### src/rtl/fpu_seq_pkg.sv
// fpu_seq_pkg: shared definitions for the FP ALU issue sequencer.
//   state_t       - sequencer FSM states
//   OP_*          - op-code encodings on op_i / fpu_op_o
//   FLAG_*        - bit positions inside the {NV,DZ,OF,UF,NX} flag vector
//   CANON_NAN     - result substituted when the watchdog abandons an op
package fpu_seq_pkg;

  typedef enum logic [2:0] {
    ST_IDLE  = 3'd0,
    ST_ISSUE = 3'd1,
    ST_WAIT  = 3'd2,
    ST_DONE  = 3'd3,
    ST_DRAIN = 3'd4
  } state_t;

  localparam logic [1:0] OP_FADD = 2'b00;
  localparam logic [1:0] OP_FSUB = 2'b01;
  localparam logic [1:0] OP_FMUL = 2'b10;
  localparam logic [1:0] OP_FDIV = 2'b11;

  localparam int FLAG_NV = 4;
  localparam int FLAG_DZ = 3;
  localparam int FLAG_OF = 2;
  localparam int FLAG_UF = 1;
  localparam int FLAG_NX = 0;

  localparam logic [4:0]  FLAG_NV_MASK = 5'b10000;
  localparam logic [31:0] CANON_NAN    = 32'h7FC0_0000;

endpackage

### src/rtl/fpu_seq_wdog.sv
// fpu_seq_wdog: watchdog down-counter for the sequencer's outstanding-op states.
// Only instantiated when FPU_SEQ_TIMEOUT_EN is defined.
//   clk, reset  - clock, async active-high reset
//   i_run       - high while an falu op is outstanding (WAIT/DRAIN)
//   o_expire    - high in the TIMEOUT_CYCLES-th consecutive cycle of i_run
module fpu_seq_wdog #(
  parameter int unsigned TIMEOUT_CYCLES = 64
) (
  input  logic clk,
  input  logic reset,
  input  logic i_run,
  output logic o_expire
);

  localparam int unsigned CW = (TIMEOUT_CYCLES > 1) ? $clog2(TIMEOUT_CYCLES) : 1;
  localparam logic [CW-1:0] LOAD = CW'(TIMEOUT_CYCLES - 1);

  logic [CW-1:0] r_cnt;

  // Reloaded whenever idle so the first running cycle sees LOAD; terminal
  // count is zero, reached in the TIMEOUT_CYCLES-th running cycle.
  always_ff @(posedge clk or posedge reset) begin
    if (reset) begin
      r_cnt <= LOAD;
    end else if (!i_run) begin
      r_cnt <= LOAD;
    end else if (r_cnt != '0) begin
      r_cnt <= r_cnt - 1'b1;
    end
  end

  assign o_expire = i_run && (r_cnt == '0);

endmodule

### src/rtl/fpu_seq.sv
// fpu_seq: sequences one FP ALU instruction from the E stage into the falu,
// stalls the front of the pipe while it is outstanding, captures the result
// and accumulates sticky exception flags.
//   clk, reset                       - clock, async active-high reset
//   issue_i, flush_i                 - E-stage FP instruction present / killed
//   op_i, fp16_i, opa_i, opb_i       - instruction op, mode, operands
//   fpu_start_o, fpu_op_o, fpu_fp16_o,
//   fpu_opa_o, fpu_opb_o             - start pulse + latched request to falu
//   fpu_result_i, fpu_valid_i,
//   fpu_flags_i                      - falu response
//   stall_o                          - hold F/D/E
//   result_o, result_valid_o         - captured result, valid for one cycle
//   fflags_o, clr_flags_i            - sticky {NV,DZ,OF,UF,NX}, clear request
//   busy_o                           - sequencer not idle
//   timeout_o                        - sticky watchdog indication
// Optional feature: define FPU_SEQ_TIMEOUT_EN to add the WAIT/DRAIN watchdog
// (TIMEOUT_CYCLES); without it timeout_o is tied low and waits are unbounded.
//
// state | meaning
// IDLE  | no op outstanding; accepts issue_i unless flushed
// ISSUE | operands latched, start pulse to falu
// WAIT  | falu busy, pipe stalled, waiting for fpu_valid_i
// DONE  | result_o valid for one cycle, pipe released
// DRAIN | op was flushed; pipe released, discarding the late falu response
module fpu_seq
  import fpu_seq_pkg::*;
#(
  parameter int unsigned WIDTH          = 32,
  parameter int unsigned TIMEOUT_CYCLES = 64
) (
  input  logic             clk,
  input  logic             reset,
  input  logic             issue_i,
  input  logic             flush_i,
  input  logic [1:0]       op_i,
  input  logic             fp16_i,
  input  logic [WIDTH-1:0] opa_i,
  input  logic [WIDTH-1:0] opb_i,
  output logic             fpu_start_o,
  output logic [WIDTH-1:0] fpu_opa_o,
  output logic [WIDTH-1:0] fpu_opb_o,
  output logic [1:0]       fpu_op_o,
  output logic             fpu_fp16_o,
  input  logic [WIDTH-1:0] fpu_result_i,
  input  logic             fpu_valid_i,
  input  logic [4:0]       fpu_flags_i,
  output logic             stall_o,
  output logic [WIDTH-1:0] result_o,
  output logic             result_valid_o,
  output logic [4:0]       fflags_o,
  input  logic             clr_flags_i,
  output logic             busy_o,
  output logic             timeout_o
);

  localparam logic [WIDTH-1:0] NAN_W = WIDTH'(CANON_NAN);

  if (TIMEOUT_CYCLES < 1) begin : g_cfg_chk
    $error("fpu_seq: TIMEOUT_CYCLES must be at least 1");
  end

  state_t           r_state;
  state_t           w_next;
  logic             w_stall;
  logic             w_start;
  logic             w_accept;
  logic             w_capture;
  logic             w_tmo;
  logic             w_expire;
  logic [WIDTH-1:0] r_opa;
  logic [WIDTH-1:0] r_opb;
  logic [1:0]       r_op;
  logic             r_fp16;
  logic [WIDTH-1:0] r_result;
  logic [4:0]       r_fflags;

`ifdef FPU_SEQ_TIMEOUT_EN
  logic r_timeout;

  fpu_seq_wdog #(
    .TIMEOUT_CYCLES (TIMEOUT_CYCLES)
  ) u_wdog (
    .clk      (clk),
    .reset    (reset),
    .i_run    ((r_state == ST_WAIT) || (r_state == ST_DRAIN)),
    .o_expire (w_expire)
  );

  // Set wins over a same-cycle clear, matching the flag behaviour.
  always_ff @(posedge clk or posedge reset) begin
    if (reset) begin
      r_timeout <= 1'b0;
    end else begin
      r_timeout <= (r_timeout & ~clr_flags_i) | w_tmo;
    end
  end

  assign timeout_o = r_timeout;
`else
  assign w_expire  = 1'b0;
  assign timeout_o = 1'b0;
`endif

  always_comb begin
    w_next    = r_state;
    w_stall   = 1'b0;
    w_start   = 1'b0;
    w_accept  = 1'b0;
    w_capture = 1'b0;
    w_tmo     = 1'b0;
    unique case (r_state)
      ST_IDLE: begin
        if (issue_i && !flush_i) begin
          w_accept = 1'b1;
          w_stall  = 1'b1;
          w_next   = ST_ISSUE;
        end
      end
      ST_ISSUE: begin
        // A flush here kills the op before the falu ever sees it.
        if (flush_i) begin
          w_next = ST_IDLE;
        end else begin
          w_start = 1'b1;
          w_stall = 1'b1;
          w_next  = ST_WAIT;
        end
      end
      ST_WAIT: begin
        if (flush_i) begin
          // A response arriving in the flush cycle is simply dropped.
          w_next = fpu_valid_i ? ST_IDLE : ST_DRAIN;
        end else if (fpu_valid_i) begin
          w_capture = 1'b1;
          w_stall   = 1'b1;
          w_next    = ST_DONE;
        end else if (w_expire) begin
          w_tmo   = 1'b1;
          w_stall = 1'b1;
          w_next  = ST_DONE;
        end else begin
          w_stall = 1'b1;
        end
      end
      ST_DONE: begin
        w_next = ST_IDLE;
      end
      ST_DRAIN: begin
        // Pipe runs, but a new FP instruction must wait for the falu to free up.
        w_stall = issue_i;
        if (fpu_valid_i || w_expire) begin
          w_next = ST_IDLE;
        end
      end
      default: begin
        w_next = ST_IDLE;
      end
    endcase
  end

  always_ff @(posedge clk or posedge reset) begin
    if (reset) begin
      r_state  <= ST_IDLE;
      r_opa    <= '0;
      r_opb    <= '0;
      r_op     <= OP_FADD;
      r_fp16   <= 1'b0;
      r_result <= '0;
      r_fflags <= '0;
    end else begin
      r_state <= w_next;
      if (w_accept) begin
        r_opa  <= opa_i;
        r_opb  <= opb_i;
        r_op   <= op_i;
        r_fp16 <= fp16_i;
      end
      if (w_capture) begin
        r_result <= fpu_result_i;
      end else if (w_tmo) begin
        r_result <= NAN_W;
      end
      // Clear first, then OR, so flags raised in the clear cycle survive.
      r_fflags <= (clr_flags_i ? 5'b0 : r_fflags)
                | (w_capture ? fpu_flags_i : 5'b0)
                | (w_tmo ? FLAG_NV_MASK : 5'b0);
    end
  end

  // stall_o is combinational from issue_i in IDLE; gate it so reset forces it low.
  assign stall_o        = w_stall & ~reset;
  assign fpu_start_o    = w_start;
  assign fpu_opa_o      = r_opa;
  assign fpu_opb_o      = r_opb;
  assign fpu_op_o       = r_op;
  assign fpu_fp16_o     = r_fp16;
  assign result_o       = r_result;
  assign result_valid_o = (r_state == ST_DONE);
  assign fflags_o       = r_fflags;
  assign busy_o         = (r_state != ST_IDLE);

endmodule

### config.mk
export PLATFORM = sky130hd
export DESIGN_NAME = fpu_seq
export DESIGN_NICKNAME = d
export VERILOG_FILES = /design/src/rtl/fpu_seq_pkg.sv /design/src/rtl/fpu_seq_wdog.sv /design/src/rtl/fpu_seq.sv
export SDC_FILE = /design/constraint.sdc
export NUM_CORES = 1
export LEC_CHECK = 0
export CAP_MARGIN = 20
export CORE_UTILIZATION = 43
export CTS_BUF_LIST = sky130_fd_sc_hd__clkbuf_8
export DETAILED_ROUTE_END_ITERATION = 12
export PLACE_DENSITY = 0.92
export SYNTH_ARGS = -nofsm -noshare
export SYNTH_HDL_FRONTEND = slang
export SYNTH_SLANG_ARGS = --single-unit
### constraint.sdc
create_clock -name clk -period 14.03 [get_ports clk]
set_input_delay 3.5075 -clock clk [delete_from_list [all_inputs] [get_ports clk]]
set_output_delay 3.5075 -clock clk [all_outputs]
set_load 0.01 [all_outputs]
Run 1, routed metal per tile:
The die is cut into 20 by 20 equal tiles; black is low, pale yellow is high, scaled to the fullest tile. Values are wire area over tile area, all layers added.
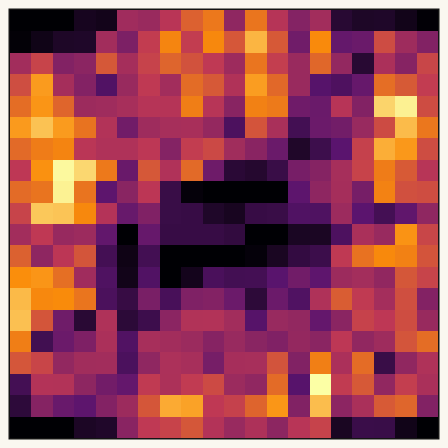
tiles over half the peak	34%
fullest tile	0.39
emptiest ninth of the die	centre
mean over tiles	0.16
total number of vias: 2830
all-layer global routing usage: 0.200
Routed WL: 9.98 mm
Wirelength per Cell: 16.8 um

Run 1, wires at chosen ports, followed through buffers:
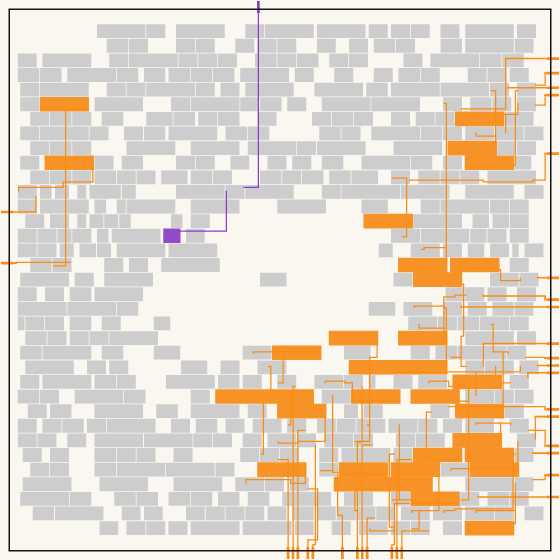
port	colour	bits	direction	end cells	wire
fpu_opb_o	orange	32	output	32	1020 um
result_valid_o	purple	1	output	1	51.8 um
ports placed on the boundary: 219
tally of buffers added on design ports: 217

Run 1, placed standard cells:
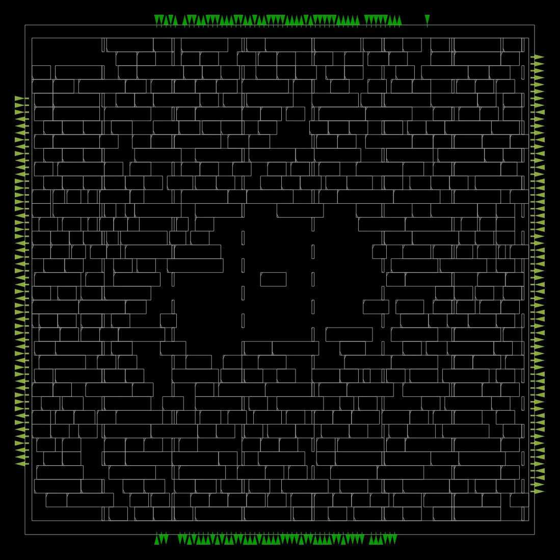
number of core rows: 35
Layout fillers: 637
core box area: 9330 sq um

-- run 1: sequential cells by signal (all words and copies together) (netlist names) --
register	flops
fpu_fp16_o	1
fpu_opb_o	32
fflags_o	5
result_o	32
fpu_opa_o	32
r_state	3
fpu_op_o	2
-- run 1: stage by stage --
| step | instance area (sq um) | util | std cells |
|---|---|---|---|
| 2_1_floorplan | 4170 | - | 243 |
| 3_3_place_gp | 6450 | 0.691 | 580 |
| 3_5_place_dp | 6450 | 0.691 | 580 |
| 4_1_cts | 6650 | 0.713 | 594 |
| 5_1_grt | 6650 | 0.713 | 594 |
| 6_report | 6650 | 0.713 | 594 |
-- run 1: logic make-up (layout without fill, tap and decap cells) --
| kind of cell | count (synthesis) | in the layout |
|---|---|---|
| AND/OR/NAND/NOR | 11 | 11 |
| buffers and inverters | 14 | 236 |
| flip-flops | 107 | 107 |
| multiplexers | 101 | 101 |
| AND-OR/OR-AND | 9 | 9 |
| other | 1 | 1 |
-- run 1: worst max-delay path, stage by stage --
cell and delay (ns):
sky130_fd_sc_hd__clkdlybuf4s50_1 0.46, sky130_fd_sc_hd__inv_4 0.49, sky130_fd_sc_hd__nand3_1 0.16, sky130_fd_sc_hd__o31ai_1 0.12, sky130_fd_sc_hd__clkdlybuf4s50_1 0.59
-- run 1: layout make-up --
class                      count  area, sq um
sequential                   107         2680
fill                         637         2670
timing repair buffer         220         2190
multi-input combinational    122         1410
tap                          129          161
clock buffer                   9          124
clock inverter                 5         80.1
inverter                       2         10.0
-- run 1: power groups by stage --
stage | sequential (mW) | clock (mW) | combinational (mW)
floorplan | 0.501 | 0 | 0.118
CTS | 0.456 | 0.203 | 0.416
detailed placement | 0.462 | 0 | 0.414
global route | 0.467 | 0.215 | 0.433
finish | 0.455 | 0.196 | 0.410
global placement | 0.453 | 0 | 0.406
==> impl_metrics.json, run 1 <==
{
  "critical_path.startpoint": "reset",
  "hold_path_class": "register to register",
  "dominantRegCellSynth": "sky130_fd_sc_hd__dfrtp_1",
  "via_density_per_instance": 4.76,
  "global_route.usage.met3": 0.0659,
  "grtUsageMet2": 0.345,
  "ys_sh_xor": 0,
  "layout_top_cell_excl_fill_tap": "sky130_fd_sc_hd__clkdlybuf4s50_1",
  "post_cts.resized_instances": 0,
  "synth.yosys.chip_area_sq_um": 4170,
  "gr-total-overflow": 0,
  "initial_utilization": 0.447,
  "synth_sequential_area_ratio": 0.642,
  "status": "complete, no violations",
  "peakVddDrop_uv": 74.5,
  "post-place-ws_ns": 5.13,
  "detail_route.wirelength.met1_mm": 3.91,
  "global_route_wire_length_before_repair_mm": 15.3,
  "route.antenna.remaining_nets": 0,
  "endpoint_type_of_the_worst_setup_path": "output pin",
  "rsz0062_at_grt": "no",
  "critical_path_peak_fanout": 54,
  "gr-usage-met1": 0.232,
  "drt-initial-drc-count": 55,
  "ctsRootBufferMaster": "sky130_fd_sc_hd__clkbuf_8",
  "cp.required_ns": 10.52,
  "first_pass_iters": 4,
  "rr_worst_depth": 3,
  "max_freq_mhz": 113,
  "ys_top_logic_family": "multiplexers",
  "num_antenna_cells": 0,
  "holdCritStartpoint": "result_o[5]",
  "share_of_post_route_cells_with_drive_strength_above_1": 0.247,
  "met3RoutedLength_um": 828,
  "timing.hold.ws_ns": 0.505,
  "report.final.slew_viol_count": 0,
  "setup_slack_of_the_most_critical_reg_to_reg_path_ns": 11.97,
  "finalClockPeriodUsage": 0.630,
  "crit_path_start_kind": "primary input",
  "critical_path.reg2reg.startpoint": "r_state[1]",
  "r2r_end": "fpu_opb_o[31]",
  "vias_in_the_first_global_route": 3004,
  "synth.lib_cells_used.distinct": 25,
  "flop_pwr_share": 0.429,
  "path_clk_slew_ns": 0.09
}
--- run 2 (diff from run 1) ---
--- a/config.mk
+++ b/config.mk
@@ -6,10 +6,10 @@
 export NUM_CORES = 1
 export LEC_CHECK = 0
 export CAP_MARGIN = 20
-export CORE_UTILIZATION = 43
+export CORE_UTILIZATION = 37
 export CTS_BUF_LIST = sky130_fd_sc_hd__clkbuf_8
 export DETAILED_ROUTE_END_ITERATION = 12
-export PLACE_DENSITY = 0.92
+export PLACE_DENSITY = 0.85
 export SYNTH_ARGS = -nofsm -noshare
 export SYNTH_HDL_FRONTEND = slang
 export SYNTH_SLANG_ARGS = --single-unit
==> constraint.sdc (replaced) <==
create_clock -name clk -period 7.9 [get_ports clk]
set_input_delay 1.975 -clock clk [delete_from_list [all_inputs] [get_ports clk]]
set_output_delay 1.975 -clock clk [all_outputs]
set_load 0.01 [all_outputs]
Run 2, metal 3:
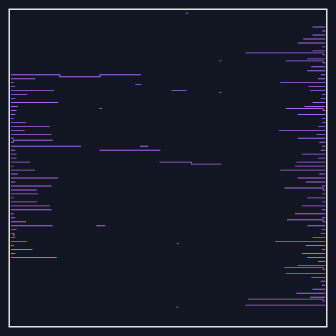
share of all routed wire	8.6%
longest straight run	27.1 um
Routed WL: 10.1 mm
total number of vias: 2847
global-route met3 utilization: 0.0530

Run 2, sequential cells coloured by netlist name:
Other sequential cells in the stronger grey, the rest of the logic in the fainter grey.
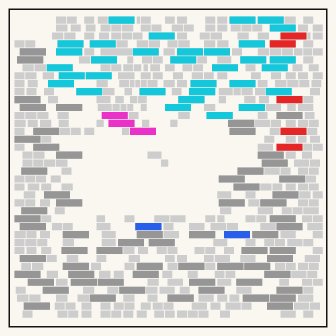
name in the netlist	colour	flops
fflags_o	red	5
result_o	cyan	32
r_state	magenta	3
fpu_op_o	blue	2
not coloured	65
end-of-flow core utilization: 0.611
footprint of the flip-flops and latches: 2680 sq um
Seq power: 806 uW

==> run 2 against run 1 <==
- critical path depth stayed put
- largest power group unchanged
- synthesized area stayed put
- non-clock buffer count is 1 higher
- die area is 16% higher
- total power is 77% higher
- global-route usage is 2.9 points lower
==> impl_metrics.json, run 2 <==
{
  "status": "complete, no violations",
  "critical_path_max_stage_delay_ns": 0.58,
  "path_clk_slew_ns": 0.10,
  "endpoint_type_of_the_worst_setup_path": "output pin",
  "path_delay_family": "buffers and inverters",
  "layout.cell_area.non_filler_sq_um": 6680,
  "gr-total-overflow": 0,
  "share_of_post_route_cells_with_drive_strength_above_1": 0.254,
  "pg_clk_uw": 347,
  "grtUsageTotal": 0.171,
  "synth.lib_cells_used.distinct": 25,
  "drt-initial-drc-count": 60,
  "peakVddDrop_uv": 148,
  "setup_slack_of_the_most_critical_reg_to_reg_path_ns": 6.15,
  "portBuffers": 217,
  "critical_path_peak_fanout": 51,
  "global_route_wire_length_before_repair_mm": 15.2,
  "slowest_stage": "sky130_fd_sc_hd__clkdlybuf4s50_1",
  "rsz0062_at_grt": "no",
  "layout_top_cell_excl_fill_tap": "sky130_fd_sc_hd__clkdlybuf4s50_1",
  "synth_sequential_area_ratio": 0.642,
  "ctsRootBufferMaster": "sky130_fd_sc_hd__clkbuf_8",
  "cp.required_ns": 5.93,
  "flop_pwr_share": 0.429,
  "power.largest_group": "sequential cells",
  "most_numerous_cell_on_the_critical_path": "sky130_fd_sc_hd__clkdlybuf4s50_1",
  "placedCellCount": 592,
  "num_rows": 38,
  "placed_cell_area_sq_um": 6470,
  "boundaryPins": 219,
  "initial_utilization": 0.381,
  "max_freq_mhz": 174,
  "cts_tree": "yes",
  "report.final.slew_viol_count": 0,
  "edff_count_synth": 0,
  "via_density_per_instance": 4.68,
  "holdCritStartpoint": "result_o[5]",
  "synth.yosys.chip_area_sq_um": 4170,
  "critical_path.reg2reg.startpoint": "r_state[0]",
  "post_layout_nonfiller_instances": 608,
  "route.antenna.remaining_nets": 0,
  "wire_per_inst_um": 16.6,
  "cp_num_buf_inv": 3,
  "num_antenna_cells": 0,
  "crit_path_start_kind": "primary input",
  "fp.coreArea_sq_um": 10900,
  "intPower_mw": 1.37,
  "async_flop_share": 1.00,
  "dominantRegCellSynth": "sky130_fd_sc_hd__dfrtp_1"
}
Run 2, wires at chosen ports, followed through buffers:
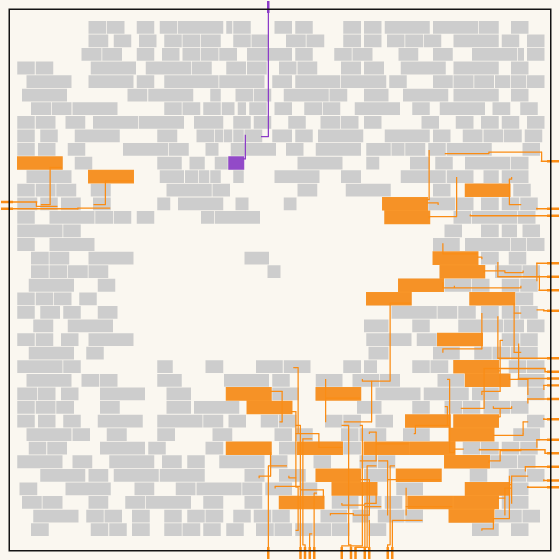
port	colour	bits	direction	end cells	wire
result_valid_o	purple	1	output	1	31.6 um
fpu_opb_o	orange	32	output	32	854 um

run 2: netlist changes by cell type in the layout (fill, tap and decap cells not counted), sizes merged:
cell	before	now
bufinv	2	1
buf	3	4
clkinvlp	1	3
clkbuf	9	11
inv	4	2
clkinv	0	1
run 2: cell type report:
class	count	area (sq um)
tap	140	175
clock buffer	11	151
clock inverter	5	61.3
inverter	2	10.0
multi-input combinational	122	1410
fill	844	4250
sequential	107	2680
timing repair buffer	221	2200
run 2: stage by stage:
step                      hold WS [ns]  worst slack [ns]
after floorplan                  0.532              1.34
after global placement           0.479              2.12
after detailed placement         0.491              2.11
after CTS                        0.514              2.11
after global routing             0.527              1.98
final                            0.509              2.16
run 2: worst register-to-register path, stage by stage, from the launching register on:
cell                      delay [ns]
sky130_fd_sc_hd__dfrtp_1        0.47
sky130_fd_sc_hd__nor3_4         0.29
sky130_fd_sc_hd__nand3_1        0.21
sky130_fd_sc_hd__buf_4          0.32
sky130_fd_sc_hd__mux2_1         0.36
run 2: kinds of logic (layout without fill, tap and decap cells):
kind of cell,count (synthesis),in the layout,synth area share
AND/OR/NAND/NOR,11,11,0.0201
buffers and inverters,14,239,0.0210
flip-flops,107,107,0.642
other,1,1,0.000899
AND-OR/OR-AND,9,9,0.0171
multiplexers,101,101,0.299
run 2: worst max-delay path by stage:
stage	start	end	cells after the start
floorplan	reset	stall_o	3
global placement	reset	stall_o	5
detailed placement	reset	stall_o	5
CTS	reset	stall_o	5
global route	reset	stall_o	5
finish	reset	stall_o	5
run 2: routing by layer:
| metal | vias to the layer above | GRT usage | routed length [um] |
|---|---|---|---|
| met4 | 0 | 0.0656 | 148 |
| li1 | 1293 | - | - |
| met2 | 132 | 0.299 | 5110 |
| met3 | 12 | 0.0530 | 862 |
| met5 | - | 0 | 0 |
| met1 | 1410 | 0.193 | 3960 |
No activity file was given, so power comes from the tool's default toggle rates.
